Figure 1. Close-up of the layout (run 1).
Window x 61 to 101, y 29 to 69 um. Cells in grey, sequential cells in the stronger grey; small squares are vias.
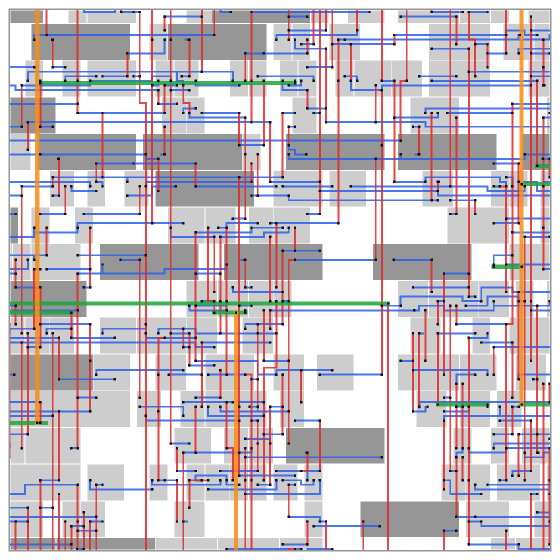
Figure 2. Cell outlines without signal wires (run 1).
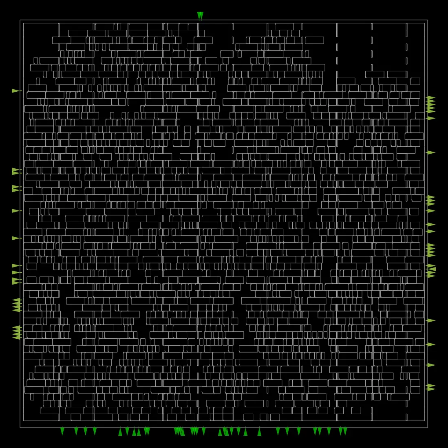
Figure 3. Metal 3 (run 1).
Bar = 50 um.
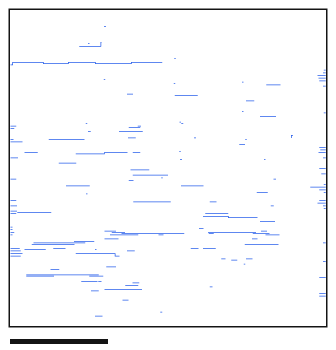
Design chan_mix, sky130hd; sources not shown.
==> results.tsv, run 1 <==
metric	value	unit
Switch Pwr	465	uW
CTS Root Cell	clkbuf_16	
post-CTS sizing	0	
die height	162	um
Final HPWL DP	23600	um
final antenna diode count	0	
FA/HA/MAJ Cells, Area Fraction	0.247	
status	completed	
routed len/inst	15.0	um
Post-CTS Setup Inserts	0	
Non-Clock Buffer Count	100	
register area	3680	um^2
area reported by Yosys stat	14000	um^2
worst setup path class	reg -> reg	
routed length on met2	15400	um
Power Total	1.80	mW
mux share	0.0564	
switching share of total power	0.258	
internal power	1.34	mW
Synthesized Nets	1918	
M1 GR Usage	0.317	
Clock group	830	uW
fraction of area in registers	0.234	
total of clock buffers placed in the layout	17	
fmax	129	MHz
worst setup margin	723	ps
Cell Area, Placed	15100	um^2
initial antenna violation count	0	
WP buf/inv	4	
Longest Clk Path Bufs	2	
grt ovf	0	
total die size	26200	um^2
Setup crit end kind	register	
Sink Count	184	
chip width	162	um
max reg flops	22	
most used routing layer	met2	
highest routed layer	met4	
Layout clock area frac	0.0393	
maxcap violations	0	
sequential power share	0.488	
Simple Share, Synth	0.194	
ranking of synthesized cells by area	dfxtp_1 26%, fa_1 15%, ha_1 10%	
CTS tree	built	
buffer share of cell area	0.0597	
Design Area, Final	15800	um^2
number of enable flip-flop cells	0	
P_comb	92.6	uW
hold_ws	255	ps
Seq/Total Area, Yosys	0.263	
flop2flop setup slack	720	ps
Seq cells	184	
count of input and output buffers	79	
tap cells	330	
minimum clock period	7780	ps
synth-to-layout area growth	12.4	%
CP Max Fanout	9	
static leakage	7.10	nW
Latency at later pin	440	ps
initial drt markers	587	
crit path DAT	7930	ps
largest class	combinational gates	
tool warning count	29	
share of the synthesized area in the top cell type	0.263	
htree depth	4	
Placed Cells	2046	
synth unique cells	61	
number of global-route vias before repair	11000	
ys cells	1680	
post-detailed-route via-to-cell ratio	5.41	
max incr delay on CP	600	ps
Comb/total area	0.596	
Crit-path slowest cell	mux2i_1	
crit start category	register	
Slew Limit Fails	0	
Setup violations, final	0	
top power group	registers	
power density cells	114	nW/um^2
Clock power frac	0.461	
flops out of synthesis	184	
total CTS buffers	17	
critical path required time	8660	ps
Mapped Cells	1680	
top logic cells by instance count in the layout	190 x nor2_1, 189 x inv_1, 184 x dfxtp_1	
Inverters	190	
Complex Gates by Area	0.127	
cts hold-fix bufs	0	
Multi-In Gates	1242	
Met3 Routed Length	851	um
Gate Area	9400	um^2
floorplan core density	0.559	
Max-slew headroom	0.325	
fin nets	1973	
worst hold path type	reg -> reg	
Async SR Flop Fraction	0	
Worst VDD drop	121	uV
global-route wire length before repair	52800	um
Worst-Margin Slew	1010	ps
CTS clk-pin slew, worst paths	80	ps
TNS Setup	0	ps
fin crit share	0.915	
Residual DRC	0	
largest net degree at the start of global routing	95	
sequential power	878	uW
1st-pass router iterations	5	
num ports	80	
xor+xnor area frac	0.0447	
share of layout cells above drive strength 1	0.0389	
Yosys Warn Count	0	
GPL Wtd Cong	0.837	
Mean Syn Cell Area	8.35	um^2
# fillers	2272	
Hold Path Depth	2	
About Figure 1:
met2 -> red
met4 -> orange
met1 -> blue
met3 -> green
most frequent = nand2_1 (20), nor2_1 (15), dfxtp_1 (14)
sequential cells in the window = 14
cells with their middle in the window = 120

About Figure 2:
non-filler cells in the finished layout: 2078
Core Util, Final: 0.628
Core Region: 25100 um^2
site row count: 58

About Figure 3:
main direction = horizontal
nets with wire on the layer = 100
wire length on this layer = 852 um
met3 usage: 0.0255
total number of vias: 11.2k
Total Wirelength: 31200 um

run 1: cell usage after synthesis (10+ instances only):
| master | instances |
|---|---|
| a211oi_1 | 14 |
| mux2i_1 | 79 |
| xnor2_1 | 37 |
| nor2_1 | 190 |
| nor3_1 | 25 |
| o22ai_1 | 20 |
| o21ai_0 | 39 |
| inv_1 | 189 |
| nor2b_1 | 55 |
| a21oi_1 | 124 |
| clkbuf_1 | 60 |
| fa_1 | 102 |
| nand3_1 | 24 |
| ha_1 | 114 |
| dfxtp_1 | 184 |
| and3_1 | 14 |
| a21o_1 | 24 |
| and2_1 | 41 |
| nand2_1 | 172 |
| o21ai_1 | 10 |
| xor2_1 | 32 |
| nand2b_1 | 27 |
--- run 2 (diff from run 1) ---
--- a/config.mk
+++ b/config.mk
@@ -13,4 +13,4 @@
 export SYNTH_ARGS = -nofsm -noshare
 export SYNTH_HDL_FRONTEND = slang
 export SYNTH_SLANG_ARGS = --single-unit
-export TNS_END_PERCENT = 100
+export TNS_END_PERCENT = 50
==> results.tsv, run 2 <==
metric	value	unit	change
die height	162	um	unchanged
register area	3680	um^2	unchanged
post-detailed-route via-to-cell ratio	5.41		unchanged
initial drt markers	587		unchanged
top logic cells by instance count in the layout	190 x nor2_1, 189 x inv_1, 184 x dfxtp_1		unchanged
count of input and output buffers	79		unchanged
share of the synthesized area in the top cell type	0.263		unchanged
FA/HA/MAJ Cells, Area Fraction	0.247		unchanged
share of layout cells above drive strength 1	0.0389		unchanged
floorplan core density	0.559		unchanged
power density cells	114	nW/um^2	unchanged
CP Max Fanout	9		unchanged
non-filler cells in the finished layout	2078		unchanged
minimum clock period	7780	ps	unchanged
chip width	162	um	unchanged
Total Wirelength	31200	um	unchanged
Complex Gates by Area	0.127		unchanged
grt ovf	0		unchanged
site row count	58		unchanged
worst setup path class	reg -> reg		unchanged
post-CTS sizing	0		unchanged
Async SR Flop Fraction	0		unchanged
Max-slew headroom	0.325		unchanged
synth unique cells	61		unchanged
1st-pass router iterations	5		unchanged
max reg flops	22		unchanged
Cell Area, Placed	15100	um^2	unchanged
WP buf/inv	4		unchanged
max incr delay on CP	600	ps	about the same
Seq/Total Area, Yosys	0.263		unchanged
hold_ws	255	ps	unchanged
worst hold path type	reg -> reg		unchanged
mux share	0.0564		unchanged
Core Region	25100	um^2	unchanged
static leakage	7.10	nW	unchanged
Crit-path slowest cell	mux2i_1		unchanged
Longest Clk Path Bufs	2		unchanged
Yosys Warn Count	0		unchanged
cts hold-fix bufs	0		unchanged
Post-CTS Setup Inserts	0		unchanged
top cells by count, synth	190 x nor2_1, 189 x inv_1, 184 x dfxtp_1		unchanged
fin crit share	0.915		unchanged
Residual DRC	0		unchanged
CTS clk-pin slew, worst paths	80	ps	about the same
total CTS buffers	17		unchanged
Core Util, Final	0.628		unchanged
area reported by Yosys stat	14000	um^2	unchanged
crit start category	register		unchanged
maxcap violations	0		unchanged
Slew Limit Fails	0		unchanged
Design Area, Final	15800	um^2	unchanged
fin nets	1973		unchanged
TNS Setup	0	ps	unchanged
fraction of area in registers	0.234		unchanged
buffer share of cell area	0.0597		unchanged
num ports	80		unchanged
total of clock buffers placed in the layout	17		unchanged
Mean Syn Cell Area	8.35	um^2	unchanged
largest net degree at the start of global routing	95		unchanged
# fillers	2272		unchanged
routed len/inst	15.0	um	unchanged
Placed Cells	2046		unchanged
tool warning count	29		unchanged
Setup violations, final	0		unchanged
xor+xnor area frac	0.0447		unchanged
status	completed		unchanged
Synthesized Nets	1918		unchanged
Worst-Margin Slew	1010	ps	unchanged
Hold Path Depth	2		unchanged
critical path required time	8660	ps	about the same
flops out of synthesis	184		unchanged
final antenna diode count	0		unchanged
Worst VDD drop	121	uV	unchanged
number of enable flip-flop cells	0		unchanged
total number of vias	11200		unchanged
Layout clock area frac	0.0393		unchanged
GPL Wtd Cong	0.837		unchanged
global-route wire length before repair	52800	um	unchanged
Multi-In Gates	1242		unchanged
synth-to-layout area growth	12.4	%	unchanged
fmax	129	MHz	unchanged
worst setup margin	723	ps	unchanged
crit path DAT	7930	ps	about the same
## run 2: cells by family (layout without fill, tap and decap cells)
kind of cell | Yosys count | count (layout)
xor gates and xnor gates | 70 | 70
buffers and inverters | 254 | 322
adders and majority gates | 216 | 216
DFF | 184 | 184
AOI/OAI and AO/OA | 292 | 292
muxes | 79 | 79
and+or+nand+nor | 585 | 585
## run 2: metal layers
metal / global-route usage / vias to the layer above / wire length (um)
met3: 0.0255 / 46 / 851
met4: 0.0742 / 0 / 683
met2: 0.442 / 207 / 15400
met5: 0 / - / 0
li1: - / 5653 / -
met1: 0.317 / 5326 / 14200
## run 2: report_power, final
group / internal (mW) / switching (mW)
registers: 0.871 / 0.00725
clock network: 0.429 / 0.401
logic: 0.0364 / 0.0562
Figure 4. Metal 3 (run 2).
Bar = 50 um.
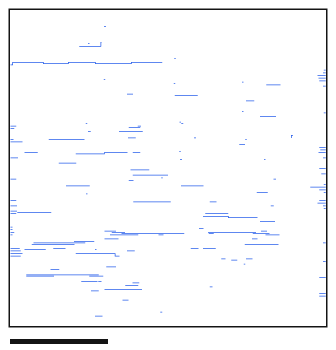
wire length on this layer = 852 um
nets with wire on the layer = 100

Figure 5. Clock distribution (run 2).
Bar = 50 um.
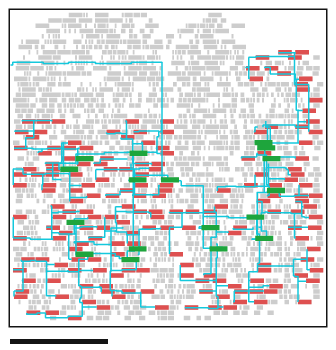
flip-flops -> red  # count 184
clock wires -> cyan  # length 2310 um
cells driving clock nets -> green  # count 17
routed clock nets = 18
Latency at later pin: 440 ps
Clock power frac: 0.461

Power and IR drop assume default switching activity.
